===== src/rtl/sn74_pkg.sv =====
// Shared constants for the '259-style addressable latch slice: slot
// addresses, address-source modes and the {clr_n, str} function codes.
package sn74_pkg;

  // Slot addresses, matching the output order a, b, c, d.
  localparam logic [1:0] SLOT_A = 2'd0;
  localparam logic [1:0] SLOT_B = 2'd1;
  localparam logic [1:0] SLOT_C = 2'd2;
  localparam logic [1:0] SLOT_D = 2'd3;
  localparam int unsigned NUM_SLOTS = 4;

  // Address source: external sel or the internal scan counter.
  localparam logic MODE_EXT  = 1'b0;
  localparam logic MODE_SCAN = 1'b1;

  // Function code is the concatenation {clr_n, str}; both inputs are active-low.
  typedef enum logic [1:0] {
    FN_DEMUX  = 2'b00,  // addressed slot loads, others clear
    FN_CLEAR  = 2'b01,  // every slot clears
    FN_LATCH  = 2'b10,  // addressed slot loads, others hold
    FN_MEMORY = 2'b11   // every slot holds
  } fn_e;

  // Build the function code from the raw control pins.
  function automatic fn_e make_fn(input logic clr_n, input logic str);
    return fn_e'({clr_n, str});
  endfunction

  // Last address of a scan; a strobed edge here completes a frame.
  localparam logic [1:0] SCAN_LAST = SLOT_D;

endpackage


===== src/rtl/sn74xx259_cell.sv =====
// One W-bit output slot of the addressable latch. It only knows whether it
// is the addressed slot (hit) and which function the edge performs.
module sn74xx259_cell
  import sn74_pkg::*;
#(
  parameter int W = 2
) (
  input  logic         clk,
  input  logic         rst_n,
  input  logic         hit,
  input  fn_e          fn,
  input  logic [W-1:0] in,
  output logic [W-1:0] q
);

  // Slot register: load, hold or clear according to the '259 function table.
  // NOTE: sequential state uses non-blocking assignments so every register
  // samples the pre-edge values, independent of block evaluation order.
  always_ff @(posedge clk or negedge rst_n) begin
    if (!rst_n) begin
      q <= '0;
    end else begin
      unique case (fn)
        FN_LATCH:  if (hit) q <= in;
        FN_DEMUX:  q <= hit ? in : '0;
        FN_CLEAR:  q <= '0;
        FN_MEMORY: q <= q;
        default:   q <= q;
      endcase
    end
  end

endmodule


===== src/rtl/sn74xx259_dual.sv =====
// Receive end of a time-multiplexed bus: captures one W-bit sample per edge
// into slot a..d, addressed externally (sel) or by an internal scan counter
// that also drives the upstream 4:1 mux select. A completed scan of slot d
// raises frame for one cycle.
module sn74xx259_dual
  import sn74_pkg::*;
#(
  parameter int W = 2
) (
  input  logic         clk,
  input  logic         rst_n,
  input  logic [W-1:0] in,
  input  logic [1:0]   sel,
  input  logic         str,
  input  logic         clr_n,
  input  logic         mode,
  output logic [1:0]   scan,
  output logic [W-1:0] a,
  output logic [W-1:0] b,
  output logic [W-1:0] c,
  output logic [W-1:0] d,
  output logic         frame
);

  logic [1:0]           addr;
  fn_e                  fn;
  logic [NUM_SLOTS-1:0] hit;
  logic [W-1:0]         slot [NUM_SLOTS];
  logic                 scan_step;
  logic                 scan_done;

  // Address source select and function decode from the control pins.
  always_comb begin
    addr = (mode == MODE_SCAN) ? scan : sel;
    fn   = make_fn(clr_n, str);
  end

  // One-hot slot decode of the effective address.
  always_comb begin
    hit       = '0;
    hit[addr] = 1'b1;
  end

  // The scan advances only on strobed edges in scan mode; a strobed edge at
  // the last slot completes a frame whatever clr_n is doing.
  always_comb begin
    scan_step = (mode == MODE_SCAN) && !str;
    scan_done = scan_step && (scan == SCAN_LAST);
  end

  // Scan counter: parked at 0 in external mode so scanning always starts at
  // slot a; wraps 3 -> 0 through natural 2-bit overflow.
  always_ff @(posedge clk or negedge rst_n) begin
    if (!rst_n) begin
      scan <= SLOT_A;
    end else if (mode == MODE_EXT) begin
      scan <= SLOT_A;
    end else if (scan_step) begin
      scan <= scan + 2'd1;
    end
  end

  // Frame pulse: visible in the same cycle as the slot-d write it marks.
  always_ff @(posedge clk or negedge rst_n) begin
    if (!rst_n) begin
      frame <= 1'b0;
    end else begin
      frame <= scan_done;
    end
  end

  // Four identical slot registers, one per address.
  for (genvar i = 0; i < NUM_SLOTS; i++) begin : g_slot
    sn74xx259_cell #(.W(W)) u_cell (
      .clk   (clk),
      .rst_n (rst_n),
      .hit   (hit[i]),
      .fn    (fn),
      .in    (in),
      .q     (slot[i])
    );
  end

  assign a = slot[SLOT_A];
  assign b = slot[SLOT_B];
  assign c = slot[SLOT_C];
  assign d = slot[SLOT_D];

endmodule


===== config.mk =====
export PLATFORM = sky130hd
export DESIGN_NAME = sn74xx259_dual
export DESIGN_NICKNAME = d
export VERILOG_FILES = /design/src/rtl/sn74_pkg.sv /design/src/rtl/sn74xx259_cell.sv /design/src/rtl/sn74xx259_dual.sv
export SDC_FILE = /design/constraint.sdc
export NUM_CORES = 1
export LEC_CHECK = 0
export ABC_AREA = 1
export ABC_CLOCK_PERIOD_IN_PS = 800
export CAP_MARGIN = 10
export CORE_ASPECT_RATIO = 0.7
export CORE_UTILIZATION = 30
export CTS_CLUSTER_DIAMETER = 120
export DETAILED_ROUTE_END_ITERATION = 6
export SLEW_MARGIN = 20
export SYNTH_ARGS = -nofsm -noshare
export SYNTH_HDL_FRONTEND = slang
export SYNTH_SLANG_ARGS = --single-unit
export TNS_END_PERCENT = 50

===== constraint.sdc =====
create_clock -name clk -period 0.8 [get_ports clk]
set_input_delay 0.12 -clock clk [delete_from_list [all_inputs] [get_ports clk]]
set_output_delay 0.12 -clock clk [all_outputs]
set_load 0.05 [all_outputs]

==> impl_metrics.env, run 1 <==
# physical design summary
export IMPL_outcome="finished with violations"
export IMPL_violations="setup timing"
export IMPL_track_usage_pct=18.2
export IMPL_regArea_um2=278
export IMPL_wl_met1_um=806
export IMPL_period_used_pct=139
export IMPL_drtPass1Iterations=4
export IMPL_num_multi_input_gates=53
export IMPL_rows=13
export IMPL_internal_power_w=0.00112
export IMPL_dp_cells=121
export IMPL_maxCapViolations=0
export IMPL_ys_cells=75
export IMPL_clock_insertion_delay_worst_skew_ns=0.28
export IMPL_pg_clk_w=0.000407
export IMPL_grt_pass1_wl_mm=2.89
export IMPL_n_all_inverters=9
export IMPL_yosys_warnings=0
export IMPL_synth_cell_types=14
export IMPL_ys_seq_share_pct=44.7
export IMPL_top_area_cell="dfrtp_1"
export IMPL_flops=11
export IMPL_hold_buffers=0
export IMPL_final_max_slew_viol_count=0
export IMPL_cts_sinks=11
export IMPL_yosys_area_um2=616
export IMPL_combGateArea_um2=394
export IMPL_nWellTaps=22
export IMPL_gr_total_overflow=0
export IMPL_critPathLaunchType="register"
export IMPL_die_area_um2=2240
export IMPL_setup_viol=22
export IMPL_buffers=30
export IMPL_tool_warnings=29
export IMPL_comb_cell_power_w=0.000706
export IMPL_reg2reg_from="scan[0]$_DFFE_PN0P_"
export IMPL_final_setup_worst_slack_ns=-0.309
export IMPL_skew_ns=0.00148
export IMPL_p_seq_share_pct=36.8
export IMPL_crit_fanout=4
export IMPL_layout_min_cycle_time_ns=1.11
export IMPL_timing_rr_end="scan[1]$_DFFE_PN0P_"
export IMPL_drt_iter0_markers=14
export IMPL_coreArea_um2=1890
export IMPL_path_class="reg2out"
export IMPL_grtUsageMet3_pct=5.61
export IMPL_finalNetCount=118
export IMPL_gp_congestion=0.777
export IMPL_path_cells="buf_6 -> buf_12"
export IMPL_hold_viol=0
export IMPL_syn_mean_instance_area_um2=8.21
export IMPL_pre_cts_ws_ns=-0.516
export IMPL_met3_length_um=117
export IMPL_viasPerCell=4.86
export IMPL_yosys_top_cells_area="dfrtp_1 (45%), nand2_1 (13%), nand3_1 (11%)"
export IMPL_post_route_util_pct=62.8
export IMPL_antenna_found_initial=0
export IMPL_area_dominant_class="buffers"
export IMPL_final_instance_count_excl_fill=129
export IMPL_p_clk_share_pct=23.1
export IMPL_crit_path_end_kind="output pin"
[run 1: worst register-to-register path, cell delays in order (launching register included)]
cell and delay, ns:
dfrtp_2 0.43, buf_6 0.13, ha_1 0.28, nand3_2 0.09
o31ai_2 0.06
[run 1: synthesized netlist by cell type, drive strengths merged]
| master | number |
|---|---|
| ha | 1 |
| buf | 2 |
| o31ai | 1 |
| nand3 | 14 |
| inv | 9 |
| dfrtp | 11 |
| nor2 | 7 |
| o21ai | 1 |
| nand2 | 29 |
[run 1: cell families after synthesis]
group                      Yosys count  share of synthesized area, %
buffers and inverters               11                          8.94
adders and majority gates            1                          2.03
AOI/OAI and AO/OA                    2                          2.03
and+or+nand+nor                     50                          42.3
DFF                                 11                          44.7
[run 1: per-stage QoR]
stage                     hold slack [ns]  setup TNS (ns)  area, µm²
after floorplan                    -0.176           -2.63        623
after global placement              0.461           -4.86       1000
after detailed placement            0.461           -4.99       1000
after CTS                           0.163           -4.33       1160
after global routing                0.164           -5.24       1180
final                               0.159           -4.55       1180
[run 1: flip-flops by register name, summed over array words and instances, names as in the netlist]
| register | flops |
|---|---|
| frame | 1 |
| g_slot.u_cell.q | 8 |
| scan | 2 |
[run 1: how the worst max path moves through the flow]
stage | startpoint | to | slack (ns) | depth (start not counted)
after floorplan | scan[1]$_DFFE_PN0P_ | g_slot[2].u_cell.q[0]$_DFFE_PN0P_ | -0.28 | 5
after global placement | mode | g_slot[2].u_cell.q[0]$_DFFE_PN0P_ | -0.50 | 7
after detailed placement | mode | g_slot[2].u_cell.q[1]$_DFFE_PN0P_ | -0.52 | 7
after CTS | scan[1]$_DFFE_PN0P_ | scan[1] | -0.32 | 2
after global routing | scan[1]$_DFFE_PN0P_ | scan[1] | -0.33 | 2
final | scan[1]$_DFFE_PN0P_ | scan[1] | -0.31 | 2
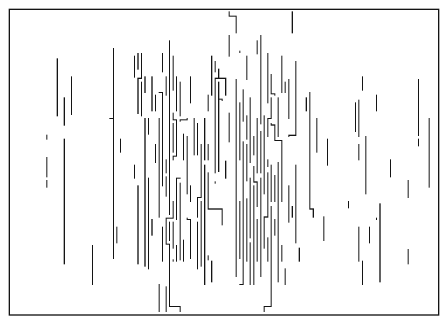
Fig. 1. M2 wires (run 1).
main direction = vertical
share of all routed wire = 47%
longest straight run = 27.5 µm

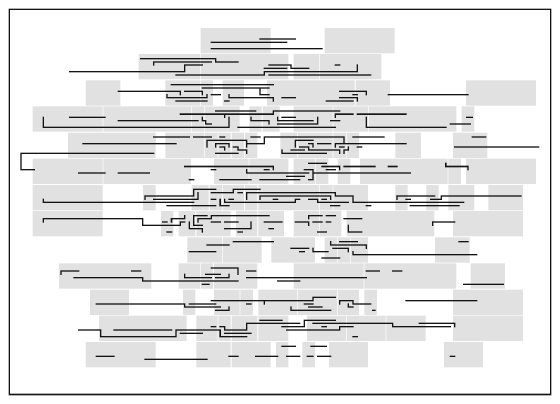
Fig. 2. M1 wires (run 1).
wire length on this layer = 806 µm
share of all routed wire = 45%
longest straight run = 19.3 µm
nets with wire on the layer = 96
via count: 627
grt met1 use: 23.0%
Routed WL: 1.78 mm

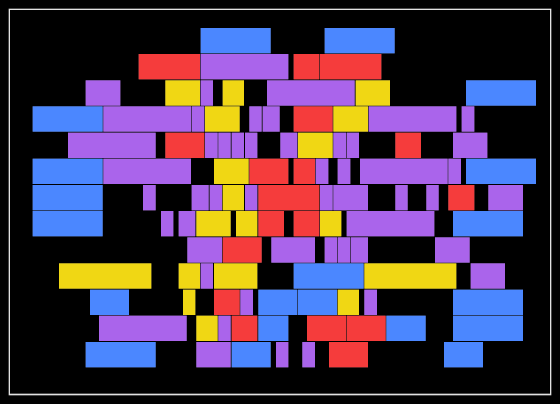
Fig. 3. Cells by drive strength (run 1).
yellow -> x2  # cells 18, share 17%
purple -> x1 and smaller  # cells 51, share 48%
red -> x3 and x4  # cells 18, share 17%
blue -> x6 and larger  # cells 20, share 19%

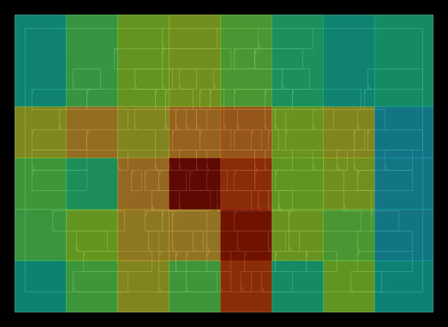
Fig. 4. Routing congestion map (run 1).
met2 Use GR: 28.9%
routed length per placed instance: 13.8 µm

--- run 2 (diff from run 1) ---
--- a/config.mk
+++ b/config.mk
@@ -12,6 +12,7 @@
 export CORE_UTILIZATION = 30
 export CTS_CLUSTER_DIAMETER = 120
 export DETAILED_ROUTE_END_ITERATION = 6
+export MAX_ROUTING_LAYER = met4
 export SLEW_MARGIN = 20
 export SYNTH_ARGS = -nofsm -noshare
 export SYNTH_HDL_FRONTEND = slang
==> run 2 against run 1 <==
Net effect: the run still ends with setup timing left; routed wire length is 0.28% lower; combinational power about the same; die area did not move; sequential power is essentially flat; clock skew grew 0.0012 ns; via count down 0.32%; largest power group unchanged.
==> impl_metrics.env, run 2 <==
# physical design summary
export IMPL_cts_buffer_depth=2
export IMPL_yosys_top_cells_area="dfrtp_1 (45%), nand2_1 (13%), nand3_1 (11%)"
export IMPL_clk_pin_slew_ns=0.08
export IMPL_common_cells="nand2_1 (21), nand3_1 (14), dfrtp_1 (11), inv_1 (8), nand2_4 (5)"
export IMPL_violations="setup timing"
export IMPL_skew_ns=0.00271
export IMPL_fp_dieH_um=39.9
export IMPL_coreArea_um2=1890
export IMPL_syn_cell_area_um2=616
export IMPL_clock_root_buffer="clkbuf_4"
export IMPL_peakVddDrop_mv=0.879
export IMPL_finalNetCount=118
export IMPL_tool_warnings=29
export IMPL_antenna_found_initial=0
export IMPL_max_freq_ghz=0.902
export IMPL_final_layout_size_suffix_gt1_share_pct=52.3
export IMPL_yosys_warnings=0
export IMPL_critPathLaunchType="register"
export IMPL_grt_pass1_wl_mm=2.89
export IMPL_grt_max_degree=12
export IMPL_grt_pass1_vias=631
export IMPL_lay_top_count="nand2_1"
export IMPL_path_class="reg2reg"
export IMPL_cp_startpoint="scan[0]$_DFFE_PN0P_"
export IMPL_gp_congestion=0.788
export IMPL_largest_registers="g_slot.u_cell.q: 8 flops, scan: 2 flops, frame: 1 flops"
export IMPL_ys_flop_type="dfrtp_1"
export IMPL_viasPerCell=4.84
export IMPL_yosys_area_um2=616
export IMPL_period_used_pct=139
export IMPL_drc=0
export IMPL_layout_min_cycle_time_ns=1.11
export IMPL_final_max_slew_viol_count=0
export IMPL_rows=13
export IMPL_cts_sinks=11
export IMPL_ys_cells=75
export IMPL_top_area_cell="dfrtp_1"
export IMPL_clock_insertion_delay_worst_skew_ns=0.28
export IMPL_p_leak_nw=0.553
export IMPL_final_setup_worst_slack_ns=-0.309
export IMPL_met2_usage_pct=28.9
export IMPL_hold_ws_ns=0.158
export IMPL_synth_top_cell_area_share_pct=44.7
export IMPL_synth_cell_types=14
export IMPL_max_flop_register="g_slot.u_cell.q"
export IMPL_synth_edff_count=0
export IMPL_async_flop_share_pct=100
export IMPL_critPathCapture="scan[1]$_DFFE_PN0P_"
export IMPL_h_tree_depth=1
export IMPL_timing_rr_end="scan[1]$_DFFE_PN0P_"
export IMPL_gr_total_overflow=0
export IMPL_hold_viol=0
export IMPL_largest_register_ffs=8
export IMPL_maxCapViolations=0
export IMPL_syn_mean_instance_area_um2=8.21
export IMPL_ys_seq_share_pct=44.7
export IMPL_die_area_um2=2240
export IMPL_reg2reg_from="scan[0]$_DFFE_PN0P_"
export IMPL_crit_fanout=3
export IMPL_crit_path_end_kind="register"
export IMPL_synth_top_cell_by_count="nand2_1"
export IMPL_drtPass1Iterations=4
export IMPL_drt_iter0_markers=14
export IMPL_most_common_layout_cells="nand2_1 (18), buf_12 (12), dfrtp_1 (9)"
export IMPL_outcome="finished with violations"
export IMPL_slew_limit_headroom_pct=75.2
export IMPL_setup_viol=22
## run 2: cell counts in the layout (fill, tap and decap cells not counted)
No cell type changed its count.
## run 2: cells by family after synthesis
family | count (synthesis) | share of synthesized area, %
AND-OR/OR-AND | 2 | 2.03
adder cells (fa/ha/maj) | 1 | 2.03
buffers and inverters | 11 | 8.94
flip-flops | 11 | 44.7
AND/OR/NAND/NOR | 50 | 42.3
## run 2: cell type report
class,count,area (µm²)
Fill cell,157,702
Clock buffer,4,26.3
Inverter,9,41.3
Tap cell,22,27.5
Sequential cell,11,278
Timing Repair Buffer,30,418
Multi-Input combinational cell,53,394
## run 2: timing repair
action	4_1_cts	5_1_grt
setup buffers	3	1
resized	24	4
endpoints found under the setup margin	22	22
pin swaps	8	1
hold endpoints to repair	0	0
gates cloned	0	0
hold buffers	0	0
## run 2: report_power, final
part	total [W]	internal, W	switching [W]
clock network	0.000405	0.000194	0.000211
registers	0.000649	0.000597	0.0000520
logic	0.000706	0.000331	0.000374
## run 2: metrics by stage
step	cells	cell area (µm²)	setup TNS [ns]	worst slack (ns)
finish	129	1180	-4.57	-0.309
global route	129	1180	-5.24	-0.334
CTS	128	1160	-4.33	-0.316
detailed placement	121	1000	-4.99	-0.516
global placement	121	1000	-4.86	-0.495
floorplan	75	623	-2.63	-0.285
## run 2: metal layers
| layer | share of wire (%) | routed length, µm | vias to the layer above |
|---|---|---|---|
| met1 | 46 | 822 | 295 |
| met5 | 0 | 0 | - |
| li1 | - | - | 304 |
| met2 | 46 | 824 | 21 |
| met3 | 5.5 | 98 | 5 |
| met4 | 1.7 | 31 | 0 |
## run 2: worst max-delay path: stages (launching register included)
cell,delay (ns)
dfrtp_2,0.43
buf_6,0.13
ha_1,0.28
nand3_2,0.09
o31ai_2,0.06
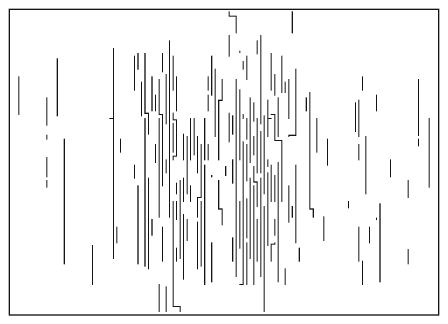
Fig. 5. M2 wires (run 2).
share of all routed wire = 46%
longest straight run = 27.5 µm
Routed WL: 1.78 mm
via count: 625

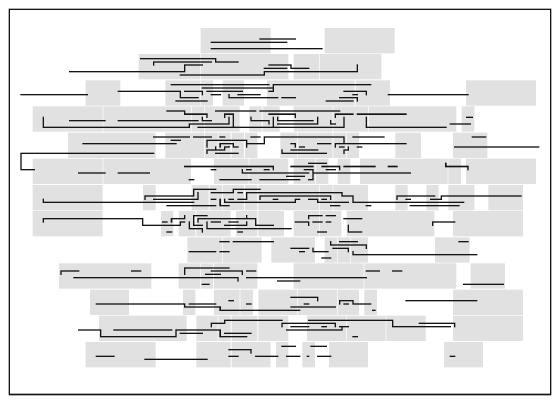
Fig. 6. M1 wires (run 2).
wire length on this layer = 823 µm
nets with wire on the layer = 95
main direction = horizontal
share of all routed wire = 46%
longest straight run = 17.0 µm
grt met1 use: 23.4%

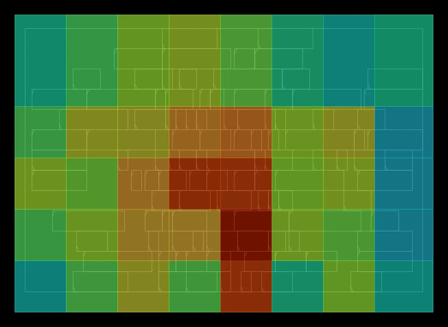
Fig. 7. Routing congestion map (run 2).
met3 Use GR: 4.95%
gr busiest metal: met2
routed length per placed instance: 13.8 µm
GRT Util Overall: 18.8%
Finished Core Util: 62.8%

--- run 3 (diff from run 2) ---
--- a/config.mk
+++ b/config.mk
@@ -12,6 +12,7 @@
 export CORE_UTILIZATION = 30
 export CTS_CLUSTER_DIAMETER = 120
 export DETAILED_ROUTE_END_ITERATION = 6
+export HOLD_SLACK_MARGIN = 0.05
 export MAX_ROUTING_LAYER = met4
 export SLEW_MARGIN = 20
 export SYNTH_ARGS = -nofsm -noshare
==> run 3 against run 2 <==
Net effect: the run still ends with setup timing left; register-to-register slack about the same; clock power about the same; area after synthesis unchanged; hold slack unchanged; final area unchanged; highest routed layer unchanged.
==> impl_metrics.env, run 3 <==
# physical design summary
export IMPL_timing_rr_end="scan[1]$_DFFE_PN0P_"
export IMPL_rows=13
export IMPL_p_switching_w=0.000638
export IMPL_p_leak_nw=0.553
export IMPL_fin_area_um2=1180
export IMPL_internal_power_w=0.00112
export IMPL_met3_length_um=98
export IMPL_outcome="finished with violations"
export IMPL_largest_registers="g_slot.u_cell.q: 8 flops, scan: 2 flops, frame: 1 flops"
export IMPL_max_flop_register="g_slot.u_cell.q"
export IMPL_final_layout_size_suffix_gt1_share_pct=52.3
export IMPL_yosys_area_um2=616
export IMPL_hold_buffers=0
export IMPL_synth_top_cell_area_share_pct=44.7
export IMPL_die_area_um2=2240
export IMPL_syn_cell_area_um2=616
export IMPL_largest_register_ffs=8
export IMPL_fp_dieH_um=39.9
export IMPL_gr_total_overflow=0
export IMPL_final_instance_count_excl_fill=129
export IMPL_synth_cell_types=14
export IMPL_comb_cell_power_w=0.000706
export IMPL_final_setup_worst_slack_ns=-0.309
export IMPL_drt_wl_total_mm=1.78
export IMPL_num_vias=625
export IMPL_most_common_layout_cells="nand2_1 (18), buf_12 (12), dfrtp_1 (9)"
export IMPL_p_seq_share_pct=36.9
export IMPL_lay_top_count="nand2_1"
export IMPL_placed_cell_area_um2=1000
export IMPL_tool_warnings=29
export IMPL_yosys_top_cells_area="dfrtp_1 (45%), nand2_1 (13%), nand3_1 (11%)"
export IMPL_p_clk_share_pct=23.0
export IMPL_dr_max_layer_used="met4"
export IMPL_drt_iter0_markers=14
export IMPL_p_sw_share_pct=36.2
export IMPL_drc=0
export IMPL_grt_pass1_wl_mm=2.89
export IMPL_period_used_pct=139
export IMPL_hold_ws_ns=0.158
export IMPL_ys_seq_share_pct=44.7
export IMPL_gp_congestion=0.788
export IMPL_common_cells="nand2_1 (21), nand3_1 (14), dfrtp_1 (11), inv_1 (8), nand2_4 (5)"
export IMPL_final_max_slew_viol_count=0
export IMPL_track_usage_pct=18.8
export IMPL_seq_power_w=0.000649
export IMPL_dp_cells=121
export IMPL_grtUsageMet3_pct=4.95
export IMPL_yosys_warnings=0
export IMPL_clock_root_buffer="clkbuf_4"
export IMPL_crit_path_end_kind="register"
export IMPL_pg_clk_w=0.000405
export IMPL_h_tree_depth=1
export IMPL_cts_buffer_depth=2
export IMPL_cts_sinks=11
export IMPL_critPathLaunchType="register"
export IMPL_met2_usage_pct=28.9
export IMPL_viasPerCell=4.84
export IMPL_comb_power_share_pct=40.1
export IMPL_wl_per_cell_um=13.8
export IMPL_finalNetCount=118
export IMPL_clk_pin_slew_ns=0.08
export IMPL_post_route_util_pct=62.8
export IMPL_hold_viol=0
export IMPL_antenna_found_initial=0
export IMPL_top_area_cell="dfrtp_1"
export IMPL_syn_mean_instance_area_um2=8.21
export IMPL_drtPass1Iterations=4
export IMPL_ys_cells=75
export IMPL_clock_insertion_delay_worst_skew_ns=0.28
export IMPL_slew_limit_headroom_pct=75.2
export IMPL_synth_edff_count=0
export IMPL_wl_met2_um=824
export IMPL_busiest_layer="met2"
export IMPL_layout_min_cycle_time_ns=1.11
export IMPL_maxCapViolations=0
export IMPL_max_freq_ghz=0.902
export IMPL_violations="setup timing"
export IMPL_reg2reg_from="scan[0]$_DFFE_PN0P_"
export IMPL_setup_viol=22
export IMPL_ys_flop_type="dfrtp_1"
export IMPL_grt_max_degree=12
export IMPL_skew_ns=0.00271
export IMPL_crit_fanout=3
export IMPL_path_class="reg2reg"
## run 3: cell counts after synthesis
No cell type changed its count.
## run 3: metrics by stage
| stage | TNS (ns) | setup WS, ns |
|---|---|---|
| floorplan | -2.63 | -0.285 |
| global placement | -4.86 | -0.495 |
| detailed placement | -4.99 | -0.516 |
| CTS | -4.33 | -0.316 |
| global route | -5.24 | -0.334 |
| finish | -4.57 | -0.309 |
## run 3: repair_timing
action,CTS,global route
setup buffers,3,1
endpoints found under the setup margin,22,22
resized,24,4
endpoints found under the hold margin,0,0
pin swaps,8,1
## run 3: how the worst max path moves through the flow
stage,start,to,slack (ns),cells past startpoint
after floorplan,scan[1]$_DFFE_PN0P_,g_slot[2].u_cell.q[0]$_DFFE_PN0P_,-0.28,5
after global placement,mode,g_slot[2].u_cell.q[0]$_DFFE_PN0P_,-0.50,7
after detailed placement,mode,g_slot[2].u_cell.q[1]$_DFFE_PN0P_,-0.52,7
after CTS,scan[1]$_DFFE_PN0P_,scan[1],-0.32,2
after global routing,scan[1]$_DFFE_PN0P_,scan[1],-0.33,2
final,scan[0]$_DFFE_PN0P_,scan[1]$_DFFE_PN0P_,-0.31,4
## run 3: worst max-delay path: stages, from the launching register on
cell     delay [ns]
dfrtp_2        0.43
buf_6          0.13
ha_1           0.28
nand3_2        0.09
o31ai_2        0.06
## run 3: kinds of logic after synthesis
logic type / Yosys count / synth area share [%]
flops: 11 / 44.7
simple gates: 50 / 42.3
compound gates: 2 / 2.03
buf+inv: 11 / 8.94
fa+ha+maj: 1 / 2.03
## run 3: final cells by class
type / count / area (µm²)
clock buffers: 4 / 26.3
fillers: 157 / 702
inverters: 9 / 41.3
multi-input cells: 53 / 394
flip-flops and latches: 11 / 278
well taps: 22 / 27.5
repair buffers: 30 / 418
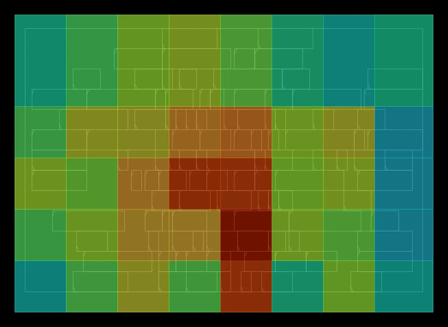
Fig. 8. Routing congestion map (run 3).

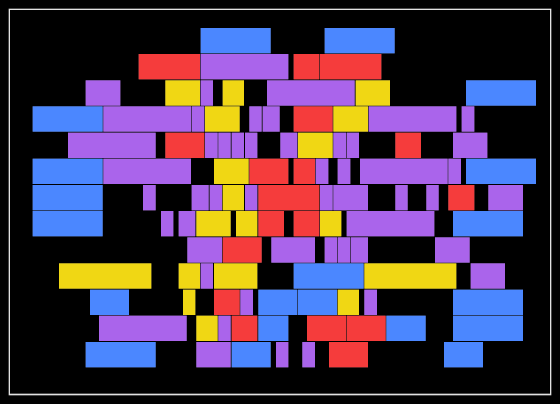
Fig. 9. Cells by drive strength (run 3).
blue -> x6 and larger  # cells 20, share 19%
yellow -> x2  # cells 18, share 17%
purple -> x1 and smaller  # cells 51, share 48%
red -> x3 and x4  # cells 18, share 17%

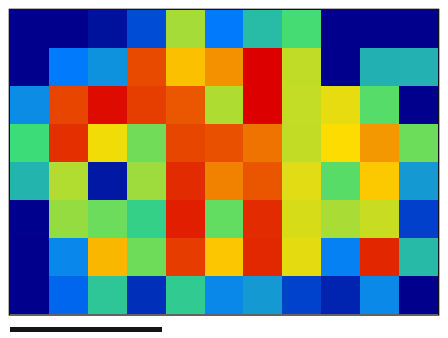
Fig. 10. Cell area per tile (run 3).
Scale bar: 20 µm. The die is cut into 11 by 8 equal tiles; dark blue is low, red is high, 0 to 100% covered.
mean over tiles = 52%
fullest tile = 100%
emptiest ninth of the die = top right
densest ninth of the die = middle
nearly empty tiles = 14%
tiles over 75% full = 28%
core area: 1890 µm²
FP Core Util: 32.6%

Power and IR drop assume default switching activity.
